<file path="src/rtl/subleq_sequencer_if.sv">
// Shared memory port between the SUBLEQ sequencer (master) and the memory (slave).
// One req/ack transaction at a time; read data is valid in the ack cycle.
interface subleq_sequencer_if #(
    parameter int WORD_SIZE = 16
);
    logic                 mem_req;
    logic                 mem_we;
    logic [WORD_SIZE-1:0] mem_addr;
    logic [WORD_SIZE-1:0] mem_wdata;
    logic                 mem_ack;
    logic [WORD_SIZE-1:0] mem_rdata;

    modport master (
        output mem_req,
        output mem_we,
        output mem_addr,
        output mem_wdata,
        input  mem_ack,
        input  mem_rdata
    );

    modport slave (
        input  mem_req,
        input  mem_we,
        input  mem_addr,
        input  mem_wdata,
        output mem_ack,
        output mem_rdata
    );
endinterface

</file>
<file path="src/rtl/subleq_sequencer.sv">
// Control FSM for the single-instruction SUBLEQ core: fetch A/B/C, load operands,
// write mem[B]-mem[A] back and branch on a non-positive result.
//
// state    | meaning
// ---------+--------------------------------------------------------------
// IDLE     | waiting for start after reset
// FETCH_A  | reading instruction word A at pc
// FETCH_B  | reading instruction word B at pc+1
// FETCH_C  | reading instruction word C at pc+2
// LOAD_A   | reading operand mem[A]
// LOAD_B   | reading operand mem[B], computing the result
// WRITE    | writing the result to mem[B], then choosing the next pc
// HALT     | stopped on a taken branch to HALT_ADDR; start restarts
module subleq_sequencer #(
    parameter int                   WORD_SIZE = 16,
    parameter logic [WORD_SIZE-1:0] HALT_ADDR = {WORD_SIZE{1'b1}}
) (
    input  logic                 clk,
    input  logic                 areset,
    input  logic                 start,
    input  logic [WORD_SIZE-1:0] start_pc,
    subleq_sequencer_if.master   mem,
    output logic [WORD_SIZE-1:0] pc,
    output logic                 busy,
    output logic                 halted,
    output logic [31:0]          instr_count
);

    typedef enum logic [2:0] {
        S_IDLE,
        S_FETCH_A,
        S_FETCH_B,
        S_FETCH_C,
        S_LOAD_A,
        S_LOAD_B,
        S_WRITE,
        S_HALT
    } state_t;

    state_t               state_q, state_d;
    logic [WORD_SIZE-1:0] pc_q, pc_d;
    logic [WORD_SIZE-1:0] a_q, a_d;
    logic [WORD_SIZE-1:0] b_q, b_d;
    logic [WORD_SIZE-1:0] c_q, c_d;
    logic [WORD_SIZE-1:0] opa_q, opa_d;
    logic                 busy_q, busy_d;
    logic                 halted_q, halted_d;
    logic [31:0]          instr_count_q, instr_count_d;
    logic                 mem_req_q, mem_req_d;
    logic                 mem_we_q, mem_we_d;
    logic [WORD_SIZE-1:0] mem_addr_q, mem_addr_d;
    logic [WORD_SIZE-1:0] mem_wdata_q, mem_wdata_d;

    logic                 xfer_done;
    logic                 res_le_zero;
    logic [WORD_SIZE-1:0] pc_plus1;
    logic [WORD_SIZE-1:0] pc_plus2;
    logic [WORD_SIZE-1:0] pc_plus3;

    always_ff @(posedge clk) begin
        if (areset) begin
            state_q       <= S_IDLE;
            pc_q          <= '0;
            a_q           <= '0;
            b_q           <= '0;
            c_q           <= '0;
            opa_q         <= '0;
            busy_q        <= 1'b0;
            halted_q      <= 1'b0;
            instr_count_q <= '0;
            mem_req_q     <= 1'b0;
            mem_we_q      <= 1'b0;
            mem_addr_q    <= '0;
            mem_wdata_q   <= '0;
        end else begin
            state_q       <= state_d;
            pc_q          <= pc_d;
            a_q           <= a_d;
            b_q           <= b_d;
            c_q           <= c_d;
            opa_q         <= opa_d;
            busy_q        <= busy_d;
            halted_q      <= halted_d;
            instr_count_q <= instr_count_d;
            mem_req_q     <= mem_req_d;
            mem_we_q      <= mem_we_d;
            mem_addr_q    <= mem_addr_d;
            mem_wdata_q   <= mem_wdata_d;
        end
    end

    // The result lives in the write-data register from LOAD_B until the write completes.
    assign xfer_done   = mem_req_q && mem.mem_ack;
    assign res_le_zero = (mem_wdata_q == '0) || mem_wdata_q[WORD_SIZE-1];
    assign pc_plus1    = pc_q + WORD_SIZE'(1);
    assign pc_plus2    = pc_q + WORD_SIZE'(2);
    assign pc_plus3    = pc_q + WORD_SIZE'(3);

    always_comb begin
        state_d       = state_q;
        pc_d          = pc_q;
        a_d           = a_q;
        b_d           = b_q;
        c_d           = c_q;
        opa_d         = opa_q;
        busy_d        = busy_q;
        halted_d      = halted_q;
        instr_count_d = instr_count_q;
        mem_req_d     = mem_req_q;
        mem_we_d      = mem_we_q;
        mem_addr_d    = mem_addr_q;
        mem_wdata_d   = mem_wdata_q;

        case (state_q)
            S_IDLE, S_HALT: begin
                if (start) begin
                    state_d       = S_FETCH_A;
                    pc_d          = start_pc;
                    busy_d        = 1'b1;
                    halted_d      = 1'b0;
                    instr_count_d = '0;
                    mem_req_d     = 1'b1;
                    mem_we_d      = 1'b0;
                    mem_addr_d    = start_pc;
                end
            end
            S_FETCH_A: begin
                if (xfer_done) begin
                    a_d        = mem.mem_rdata;
                    mem_addr_d = pc_plus1;
                    state_d    = S_FETCH_B;
                end
            end
            S_FETCH_B: begin
                if (xfer_done) begin
                    b_d        = mem.mem_rdata;
                    mem_addr_d = pc_plus2;
                    state_d    = S_FETCH_C;
                end
            end
            S_FETCH_C: begin
                if (xfer_done) begin
                    c_d        = mem.mem_rdata;
                    mem_addr_d = a_q;
                    state_d    = S_LOAD_A;
                end
            end
            S_LOAD_A: begin
                if (xfer_done) begin
                    opa_d      = mem.mem_rdata;
                    mem_addr_d = b_q;
                    state_d    = S_LOAD_B;
                end
            end
            S_LOAD_B: begin
                if (xfer_done) begin
                    mem_wdata_d = mem.mem_rdata - opa_q;
                    mem_we_d    = 1'b1;
                    state_d     = S_WRITE;
                end
            end
            S_WRITE: begin
                if (xfer_done) begin
                    instr_count_d = instr_count_q + 32'd1;
                    mem_we_d      = 1'b0;
                    if (res_le_zero && (c_q == HALT_ADDR)) begin
                        state_d   = S_HALT;
                        busy_d    = 1'b0;
                        halted_d  = 1'b1;
                        mem_req_d = 1'b0;
                    end else begin
                        // Only a taken branch can halt; a fall-through onto HALT_ADDR just runs.
                        pc_d       = res_le_zero ? c_q : pc_plus3;
                        mem_addr_d = res_le_zero ? c_q : pc_plus3;
                        state_d    = S_FETCH_A;
                    end
                end
            end
            default: begin
                state_d   = S_IDLE;
                mem_req_d = 1'b0;
                mem_we_d  = 1'b0;
                busy_d    = 1'b0;
            end
        endcase
    end

    assign mem.mem_req   = mem_req_q;
    assign mem.mem_we    = mem_we_q;
    assign mem.mem_addr  = mem_addr_q;
    assign mem.mem_wdata = mem_wdata_q;
    assign pc            = pc_q;
    assign busy          = busy_q;
    assign halted        = halted_q;
    assign instr_count   = instr_count_q;

endmodule

</file>
<file path="src/flat_wrapper.sv">
// flat-port wrapper written by rule: the top's interface ports become plain ports
module subleq_sequencer_flat 
#(
    parameter int                   WORD_SIZE = 16,
    parameter logic [WORD_SIZE-1:0] HALT_ADDR = {WORD_SIZE{1'b1}}
)
  (clk, areset, start, start_pc, pc, busy, halted, instr_count, mem_mem_req, mem_mem_we, mem_mem_addr, mem_mem_wdata, mem_mem_ack, mem_mem_rdata);
  subleq_sequencer_if #(.WORD_SIZE(WORD_SIZE)) mem_i ();
  input  logic clk;
  input  logic areset;
  input  logic start;
  input  logic [WORD_SIZE-1:0] start_pc;
  output logic [WORD_SIZE-1:0] pc;
  output logic busy;
  output logic halted;
  output logic [31:0] instr_count;
  output wire logic [$bits(mem_i.mem_req)-1:0] mem_mem_req;
  output wire logic [$bits(mem_i.mem_we)-1:0] mem_mem_we;
  output wire logic [$bits(mem_i.mem_addr)-1:0] mem_mem_addr;
  output wire logic [$bits(mem_i.mem_wdata)-1:0] mem_mem_wdata;
  input wire logic [$bits(mem_i.mem_ack)-1:0] mem_mem_ack;
  input wire logic [$bits(mem_i.mem_rdata)-1:0] mem_mem_rdata;
  assign mem_mem_req = mem_i.mem_req;
  assign mem_mem_we = mem_i.mem_we;
  assign mem_mem_addr = mem_i.mem_addr;
  assign mem_mem_wdata = mem_i.mem_wdata;
  assign mem_i.mem_ack = mem_mem_ack;
  assign mem_i.mem_rdata = mem_mem_rdata;
  subleq_sequencer #(.WORD_SIZE(WORD_SIZE), .HALT_ADDR(HALT_ADDR)) u_core (.clk(clk), .areset(areset), .start(start), .start_pc(start_pc), .mem(mem_i), .pc(pc), .busy(busy), .halted(halted), .instr_count(instr_count));
endmodule
</file>
<file path="config.mk">
export PLATFORM = sky130hd
export DESIGN_NAME = subleq_sequencer_flat
export DESIGN_NICKNAME = d
export VERILOG_FILES = /design/src/rtl/subleq_sequencer_if.sv /design/src/rtl/subleq_sequencer.sv /design/src/flat_wrapper.sv
export SDC_FILE = /design/constraint.sdc
export NUM_CORES = 1
export LEC_CHECK = 0
export CAP_MARGIN = 20
export CORE_ASPECT_RATIO = 0.6
export CORE_MARGIN = 2
export CORE_UTILIZATION = 29
export DETAILED_ROUTE_END_ITERATION = 8
export DONT_BUFFER_PORTS = 1
export GPL_TIMING_DRIVEN = 0
export HOLD_SLACK_MARGIN = 0.06
export SLEW_MARGIN = 20
export SYNTH_ARGS = -nofsm -noshare
export SYNTH_HDL_FRONTEND = slang
export SYNTH_SLANG_ARGS = --single-unit
</file>
<file path="constraint.sdc">
create_clock -name clk -period 3.25 [get_ports clk]
set_input_delay 0.8125 -clock clk [delete_from_list [all_inputs] [get_ports clk]]
set_output_delay 0.8125 -clock clk [all_outputs]
set_load 0.1 [all_outputs]
</file>
==> impl_metrics.tcl, run 1 <==
# yosys + openroad results
set metrics [dict create \
    ys_sh_simple 0.264 \
    core.rowCount 47 \
    via_count 8213 \
    dr.max_layer_used "met4" \
    flow.area_growth_from_synthesis_pct 14.4 \
    timing.critical_path.arrival_ps 3500 \
    drive_above_1_share 0.0948 \
    worst_hold_path.endpoint "u_core.opa_q[7]" \
    grt_overflow_total 0 \
    grt_pass1_wl_mm 47.6 \
    tool_warnings 28 \
    ys_seq_elements 150 \
    floorplan.initialDensity 0.296 \
    worst_hold_path_type "register to register" \
    drt_pass1_iterations 5 \
    synth_adder_area_share 0.0331 \
    seq_cell_count 150 \
    hold_start "u_core.opa_q[7]" \
    wl_met1_mm 16.1 \
    inserted_diodes 0 \
    syn-cell-area_um2 8170 \
    chipHeight_um 134 \
    slew_viol_final 0 \
    synth.mux.area_fraction 0.0106 \
    finalWorstSetupSlack_ps 104 \
    global_route.usage.met1 0.334 \
    mostFrequentLayoutCells "202 x nand2_1, 135 x a21oi_1, 111 x dfxtp_1, 94 x nor2_1, 55 x clkbuf_1" \
    regArea_um2 3060 \
    enable_flop_cells 0 \
    yosys-stat-cells 1086 \
    net-switching-power_mw 1.72 \
    relSlewSlack 0.239 \
    largest_net_degree_at_the_start_of_global_routing 17 \
    synth_top_cell_by_count "nand2_1" \
    r2r.worst_path.cells 8 \
    postCtsSetupRepairBufs 0 \
    status "complete, no violations" \
    clock.fmax_mhz 318 \
    fin_tns_setup_ps 0 \
    post_synth_num_cell_types 65 \
    hold_depth 2 \
    unrepaired_setup_endpoints_after_global_routing "no" \
    synth.net_count 1143 \
    syn-mean-instance-area_um2 7.52 \
    post-synth-top-area-fraction 0.368 \
    synth_top_flop_cell "dfxtp_1" \
    cts_repair_resize_count 27 \
]
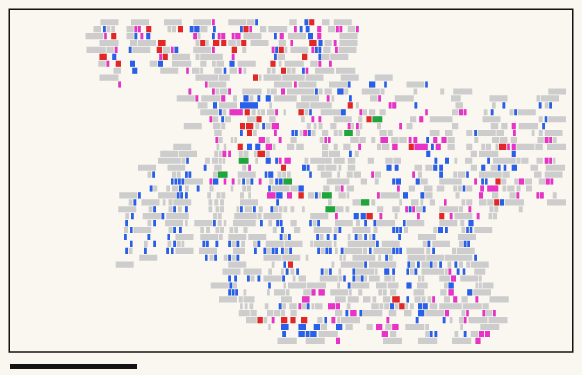
Run 1: logic cells by family
Scale bar: 50 um.
red -> and/or cells  # cells 46
blue -> nand cells  # cells 266
green -> mux cells  # cells 8, where middle
magenta -> nor cells  # cells 149
most common cell after layout, fill and taps aside: nand2_1
Comb/total area: 0.511
Layout Cells excl Fill: 1485

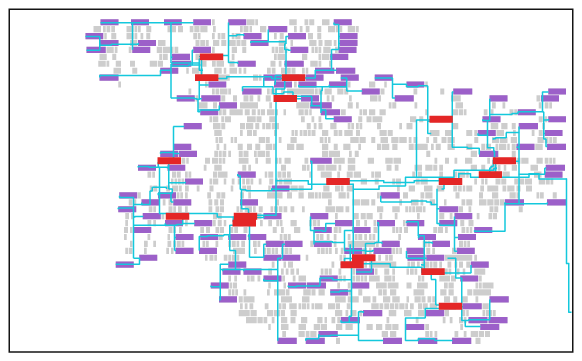
Run 1: clock network drawn from the DEF
purple -> flip-flops  # count 150
cyan -> clock wires  # length 2180 um
red -> clock-net drivers  # count 17
flops lie = all over the die
routed clock nets = 18
clk pwr: 2.19 mW
clock latency on the worst-skew pair: 440 ps
portion of total power attributed to the clock network: 0.426
Setup Skew: 11.7 ps

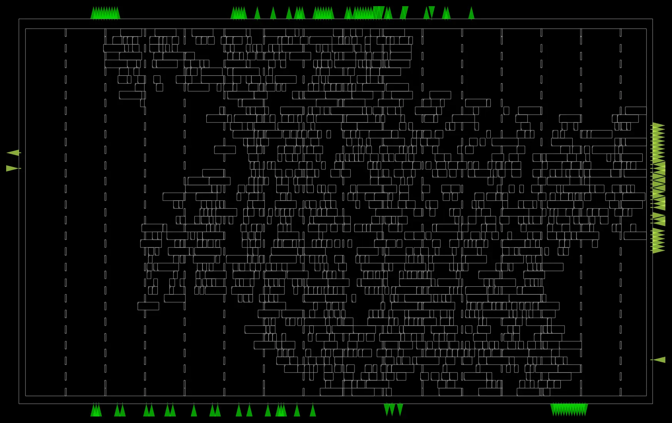
Run 1: placement view
final core utilization: 0.338
register share of the cell area: 0.327

==> run 2, diff against run 1 <==
- HOLD_SLACK_MARGIN: 0.06 -> 0.08
==> run 2 against run 1 <==
Net effect: worst setup slack stayed put; sequential share of layout area did not move; highest routed layer unchanged; clock power about the same; maximum frequency stayed put; die area unchanged; critical path depth is the same; critical path type unchanged.
==> impl_metrics.tcl, run 2 <==
# yosys + openroad results
set metrics [dict create \
    status "complete, no violations" \
    synth_adder_area_share 0.0331 \
    hold_depth 2 \
    syn-cell-area_um2 8170 \
    slew_viol_final 0 \
    dr.max_layer_used "met4" \
    grt_pass1_wl_mm 47.6 \
    postCtsSetupRepairBufs 0 \
    worst_hold_path_type "register to register" \
    layout_top_cell "nand2_1" \
    unrepaired_setup_endpoints_after_global_routing "no" \
    r2r.worst_path.cells 8 \
    clock_power_share 0.426 \
    grt_overflow_total 0 \
    ys_sh_simple 0.264 \
    wl_met1_mm 16.1 \
    syn-mean-instance-area_um2 7.52 \
    combAreaFraction 0.511 \
    clock-skew-final_ps 11.7 \
    flow.area_growth_from_synthesis_pct 14.4 \
    seq_cell_count 150 \
]
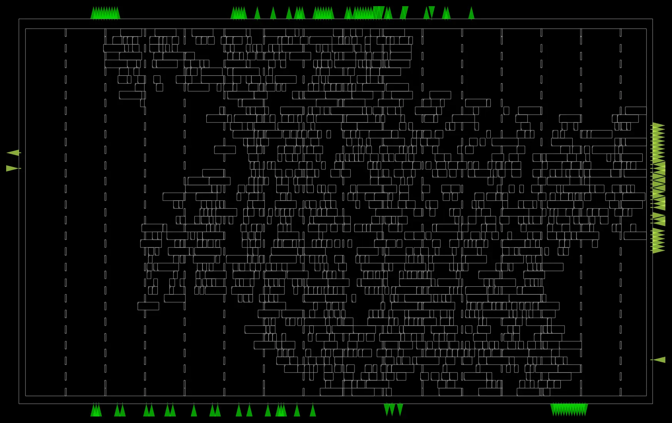
Run 2: placement view
number of rows in the core area: 47
Filler Cell Count: 2934
Tapcells: 367

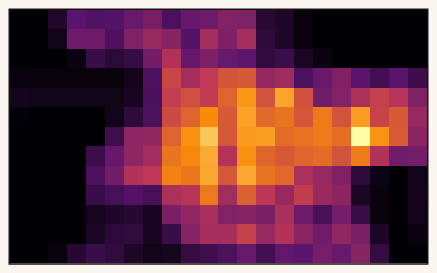
Run 2: wiring heat map
22 x 13 tiles, from black (low) to pale yellow (high), scaled to the fullest tile. Values are wire area over tile area, all layers added.
densest ninth of the die = middle
tiles over half the peak = 21%
fullest tile = 0.65
nearly empty tiles = 22%
emptiest ninth of the die = bottom left
mean over tiles = 0.18
routed wire length: 31.9 mm
WL/cell: 21.5 um
via count of the routed design: 8213

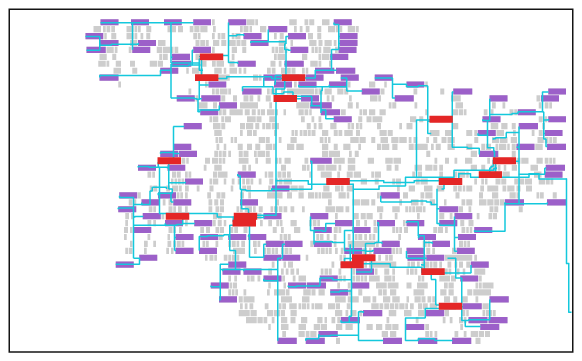
Run 2: clock network drawn from the DEF
cyan -> clock wires  # length 2180 um
red -> clock-net drivers  # count 17
purple -> flip-flops  # count 150
routed clock nets = 18

==> run 3, diff against run 2 <==
- PLACE_DENSITY: not set -> 0.49
==> run 3 against run 2 <==
Net effect: sequential power about the same; synthesized cell count is the same; utilization up 0.20 points; largest cell class unchanged; clock skew is 5.2 ps higher; worst setup slack gained 26 ps; highest routed layer is now met5; maximum frequency grew 0.84%; via count is 1.1% lower.
==> impl_metrics.tcl, run 3 <==
# yosys + openroad results
set metrics [dict create \
    whs_ps 453 \
    met2RoutedLength_mm 12.5 \
    synth_adder_area_share 0.0331 \
    status "complete, no violations" \
    floorplan.tapcells 367 \
    met3WireLength_mm 3.40 \
    dr.max_layer_used "met5" \
    postCtsSetupRepairBufs 0 \
    core.rowCount 47 \
    ys_sh_simple 0.264 \
    grt_pass1_wl_mm 49.1 \
    wl_met1_mm 17.0 \
    via_count 8122 \
    flow.area_growth_from_synthesis_pct 15.1 \
    hold_depth 2 \
    syn-cell-area_um2 8170 \
    layout_top_cell "nand2_1" \
    seq_cell_count 150 \
    post-synth-top-area-fraction 0.368 \
    r2r.worst_path.cells 8 \
    route.detailed.wl_per_inst_um 22.5 \
    slew_viol_final 0 \
    grt_overflow_total 0 \
    floorplan.initialDensity 0.296 \
    worst_r2r_endpoint "u_core.mem.mem_addr[6]" \
]
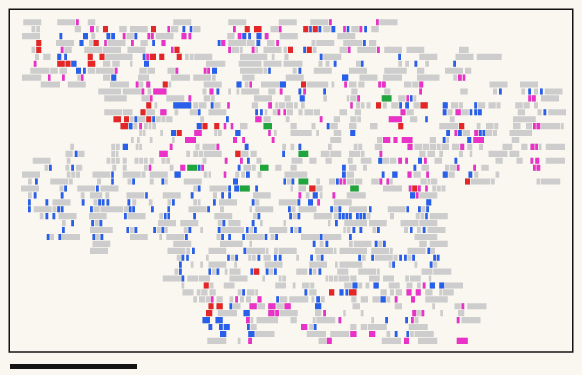
Run 3: logic cells by family
Scale bar: 50 um.
blue -> nand cells  # cells 266, where all over the die
red -> and/or cells  # cells 46
green -> mux cells  # cells 8, where middle
magenta -> nor cells  # cells 149
Layout Cells excl Fill: 1486
Comb/total area: 0.511

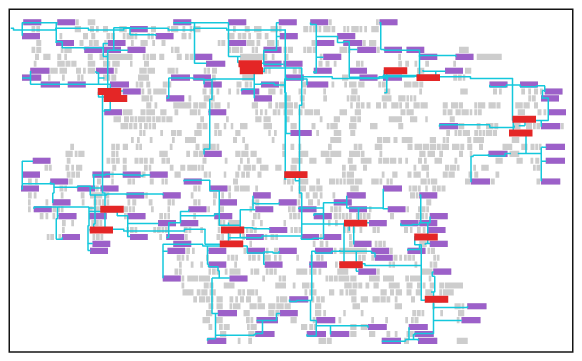
Run 3: clock network drawn from the DEF
cyan -> clock wires  # length 2260 um
purple -> flip-flops  # count 150
red -> clock-net drivers  # count 17
flops lie = all over the die
routed clock nets = 18
Setup Skew: 16.9 ps
portion of total power attributed to the clock network: 0.420
clk pwr: 2.15 mW

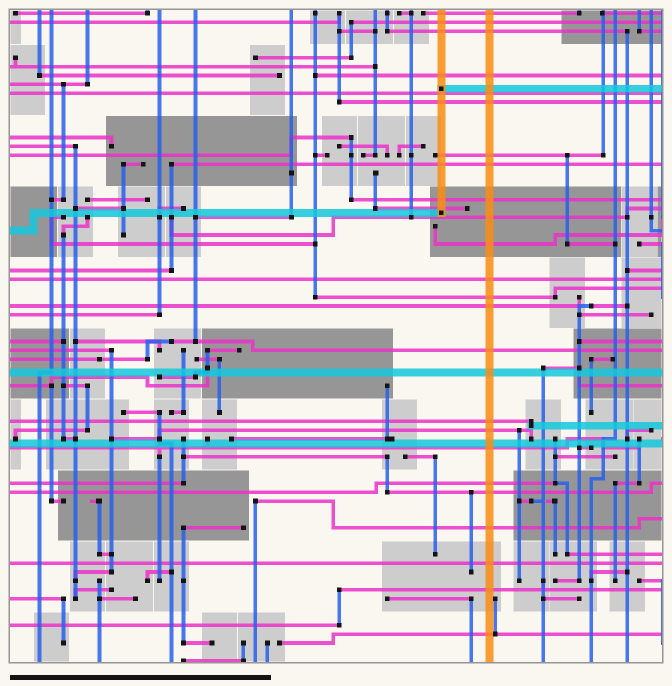
Run 3: zoomed window
Scale bar: 10 um. Region (98, 28) to (123, 53) um. Cells in grey, sequential cells in the stronger grey; small squares are vias.
cyan -> M3
blue -> M2
magenta -> M1
orange -> M4
netlist names of flops here include = u_core.opa_q (3), u_core.c_q (2)
sequential cells in the window = 5
cells with their middle in the window = 35
most frequent = nand2_1 (14), a21oi_1 (8), dfxtp_1 (5)

Power figures rest on the tool's default switching activity, not on a simulated workload.
